File: config.mk
export PLATFORM = sky130hd
export DESIGN_NAME = conv_encoder_k
export DESIGN_NICKNAME = d
export VERILOG_FILES = /design/src/rtl/conv_encoder_k.sv
export SDC_FILE = /design/constraint.sdc
export NUM_CORES = 1
export LEC_CHECK = 0
export ABC_AREA = 1
export CELL_PAD_IN_SITES_DETAIL_PLACEMENT = 0
export CELL_PAD_IN_SITES_GLOBAL_PLACEMENT = 1
export CORE_UTILIZATION = 31
export CTS_CLUSTER_DIAMETER = 150
export DETAILED_ROUTE_END_ITERATION = 8
export PLACE_DENSITY = 0.73
export SETUP_SLACK_MARGIN = 0.5
export SLEW_MARGIN = 15
export SYNTH_ARGS = -nofsm -noshare
export SYNTH_HDL_FRONTEND = slang
export SYNTH_SLANG_ARGS = --single-unit
File: constraint.sdc
create_clock -name clk -period 1.3 [get_ports clk]
set_input_delay 0.26 -clock clk [delete_from_list [all_inputs] [get_ports clk]]
set_output_delay 0.26 -clock clk [all_outputs]
set_load 0.05 [all_outputs]
File: src/rtl/conv_encoder_k.sv
// Rate-1/N, constraint-length-K convolutional encoder with valid/ready on
// both sides. One accepted input bit produces one N-bit code symbol one cycle
// later. With TERMINATE set, a frame is closed by K-1 zero tail bits that
// return the shift register to the all-zero state.
module conv_encoder_k #(
    parameter int             K         = 4,
    parameter int             N         = 2,
    parameter logic [N*K-1:0] GENS      = 8'b1101_1111,
    parameter bit             TERMINATE = 1'b1
) (
    input  logic         clk,
    input  logic         reset,
    input  logic         in_valid,
    output logic         in_ready,
    input  logic         in_bit,
    input  logic         in_last,
    output logic         out_valid,
    input  logic         out_ready,
    output logic [N-1:0] out_sym,
    output logic         out_last,
    output logic [K-2:0] state,
    output logic         busy
);

    // Tail counter must hold K-2; keep at least one bit for K=2.
    localparam int TW = (K > 2) ? $clog2(K - 1) : 1;

    typedef enum logic {
        ENCODE = 1'b0,
        FLUSH  = 1'b1
    } fsm_e;

    fsm_e          fsm_q;
    fsm_e          fsm_d;
    logic [TW-1:0] tail_cnt;
    logic [TW-1:0] tail_d;

    logic          slot_free;
    logic          enc_go;     // a bit (data or tail) is encoded this cycle
    logic          enc_bit;    // the bit being encoded
    logic          enc_last;   // the produced symbol closes the frame
    logic          enc_clear;  // unterminated frame end: restart from zero
    logic [K-1:0]  window;
    logic [N-1:0]  sym_d;

    // The output register can take a new symbol when empty or being drained.
    assign slot_free = !out_valid || out_ready;

    // Current bit on top, oldest past bit at index 0.
    assign window = {enc_bit, state};

    // Next-state logic: decide whether and what to encode, and FSM progress.
    always_comb begin
        // NOTE: every signal gets a default first so no path leaves it
        // unassigned, which would otherwise infer a latch.
        fsm_d     = fsm_q;
        tail_d    = tail_cnt;
        enc_go    = 1'b0;
        enc_bit   = 1'b0;
        enc_last  = 1'b0;
        enc_clear = 1'b0;
        case (fsm_q)
            ENCODE: begin
                if (in_valid && slot_free) begin
                    enc_go  = 1'b1;
                    enc_bit = in_bit;
                    if (in_last) begin
                        if (TERMINATE) begin
                            fsm_d  = FLUSH;
                            tail_d = TW'(K - 2);
                        end else begin
                            enc_last  = 1'b1;
                            enc_clear = 1'b1;
                        end
                    end
                end
            end
            FLUSH: begin
                if (slot_free) begin
                    enc_go  = 1'b1;
                    enc_bit = 1'b0;
                    if (tail_cnt == '0) begin
                        enc_last = 1'b1;
                        fsm_d    = ENCODE;
                    end else begin
                        tail_d = tail_cnt - TW'(1);
                    end
                end
            end
            default: fsm_d = ENCODE;
        endcase
    end

    // Symbol generation: each output bit is the parity of the window taps.
    always_comb begin
        sym_d = '0;
        for (int j = 0; j < N; j++) begin
            sym_d[j] = ^(window & GENS[j*K +: K]);
        end
    end

    // Output logic: input handshake and activity flag from registered state.
    always_comb begin
        in_ready = 1'b0;
        if (fsm_q == ENCODE) begin
            in_ready = slot_free;
        end
        busy = (fsm_q == FLUSH) || out_valid;
    end

    // State register: FSM, shift register and the one-deep output stage.
    always_ff @(posedge clk) begin
        // NOTE: registers are updated with non-blocking assignments so every
        // flop samples pre-edge values regardless of statement order.
        if (!reset) begin
            fsm_q     <= ENCODE;
            tail_cnt  <= '0;
            state     <= '0;
            out_valid <= 1'b0;
            out_sym   <= '0;
            out_last  <= 1'b0;
        end else begin
            fsm_q    <= fsm_d;
            tail_cnt <= tail_d;
            if (enc_go) begin
                state     <= enc_clear ? '0 : window[K-1:1];
                out_sym   <= sym_d;
                out_last  <= enc_last;
                out_valid <= 1'b1;
            end else if (out_ready) begin
                out_valid <= 1'b0;
            end
        end
    end

endmodule
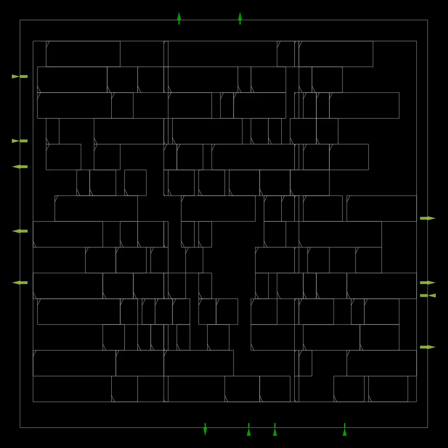
final_placement.png
Final Instance Count excl. Fillers: 116
Rows: 14
Core Box Area: 0.00154 mm²

==> results.yml <==
# implementation run metrics
run_status:
  status: "finished, final reports clean"
global_routing:
  gr-usage-met3_pct: 3.83
  grt.busiest_layer: "met2"
  grt.met2_usage_pct: 27.6
  grt_pass1_vias: 581
  grt_max_degree: 9
worst_setup_path:
  path_cells: "or2_4 -> buf_12"
  cpPeakStageDelay_ps: 360
  r2r_cells: 6
  setup.worst_path.class: "flip-flop to output port"
  critical_path.top_delay_family: "flip-flops"
  path_buffers: 1
  cp-start-kind: "flip-flop"
  crit_arrival_ps: 1030
  startpoint: "fsm_q"
  cp-endpoint: "busy"
  critical_path_required_ps: 1040
  end_kind: "output port"
cells_and_area:
  clock_buffers: 4
  logic_gate_count: 44
  non_clock_buffer_area_share_pct: 33.8
  seq_share_pct: 22.2
  logic_area_um2: 323
  seq_cells: 10
  lay_top_cells: "10 x buf_12, 9 x inv_1, 8 x nand3_1, 8 x buf_4, 6 x nand2_1"
  largest_class: "non-clock buffers"
  final_nets: 108
  fillCellCount: 116
  inverters: 16
  final_area_mm2: 0.00101
  num-nonclk-buffers: 26
placement:
  portBuffers: 14
  dp.cells: 104
  routabilityCongestion: 0.736
  post_dp_cell_area_um2: 847
synthesis:
  syn_area_per_cell_um2: 7.45
  synth_nets: 77
  top_cells_by_area: "dfxtp_1 38%, inv_1 10%, nand3_1 9.6%"
  synth_top_area_share_pct: 38.4
  ys_warn_count: 0
  yosysCellCount: 70
  synth_flops: 10
  synth-area-yosys_um2: 522
  postSynthCellCount: 70
  most_common_cell: "inv_1"
  syn_area_um2: 522
  flop_cell: "dfxtp_1"
  synth_top_cell_by_area: "dfxtp_1"
flow_run:
  warnings: 29
clocking:
  cts_hold_buf: 0
  clk_path_buf_depth: 2
  cts_buffers: 3
  htreeDepth: 1
  cts.clk_slew.worst_paths_ps: 70
power:
  power_frac_comb_pct: 38.3
  p_per_area_mw_per_mm2: 1040
  p_leak_nw: 0.462
  power.total_mw: 1.05
  p_sw_share_pct: 33.5
  internal_power_mw: 0.699
route:
  highest_layer: "met4"
  drt-initial-drc-count: 3
  antenna_left: 0
  met3_length_um: 60
  met1_length_um: 579
  wl_met2_um: 625
  wl_per_cell_um: 11.1
hold_path:
  min_to: "tail_cnt[0]"
  min_path_cells: 1
  min_path_type: "flip-flop to flip-flop"
  worstHoldStart: "tail_cnt[0]"
sta:
  fmax_mhz: 776
  slew_headroom_pct: 84.8
  final_max_slew_viol_count: 0
  period_used_pct: 99.2
  finalSetupViolations: 0
floorplanning:
  die_h_um: 43.0
  die-width_um: 43.0
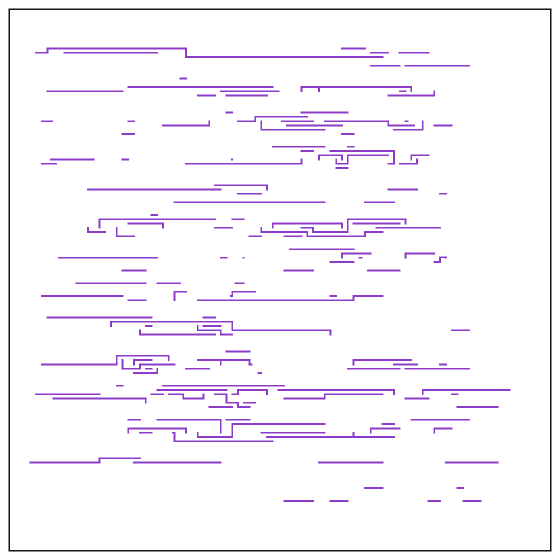
met1.png
main direction: horizontal
share of all routed wire: 45%
longest straight run: 15.6 µm
nets with wire on the layer: 89
wire length on this layer: 580 µm
WL final: 1.29 mm
Via Count: 559

logic make-up (layout without fill, tap and decap cells):
family | Yosys count | count (layout) | synth area share [%]
flip-flops | 10 | 10 | 38.4
adder cells (fa/ha/maj) | 1 | 1 | 2.40
buffers and inverters | 16 | 46 | 11.5
XOR/XNOR | 1 | 1 | 1.68
AND/OR/NAND/NOR | 29 | 29 | 30.5
AND-OR/OR-AND | 13 | 13 | 15.6
sequential cells by signal, summed over array words and instances, names as in the netlist:
| register | cells |
|---|---|
| state | 3 |
| out_valid | 1 |
| fsm_q | 1 |
| out_last | 1 |
| out_sym | 2 |
| tail_cnt | 2 |
repair_timing:
action	CTS	global route
endpoints found under the setup margin	19	19
pin swaps	6	6
gates resized	8	14
setup buffers	7	1
No activity file was given, so power comes from the tool's default toggle rates.
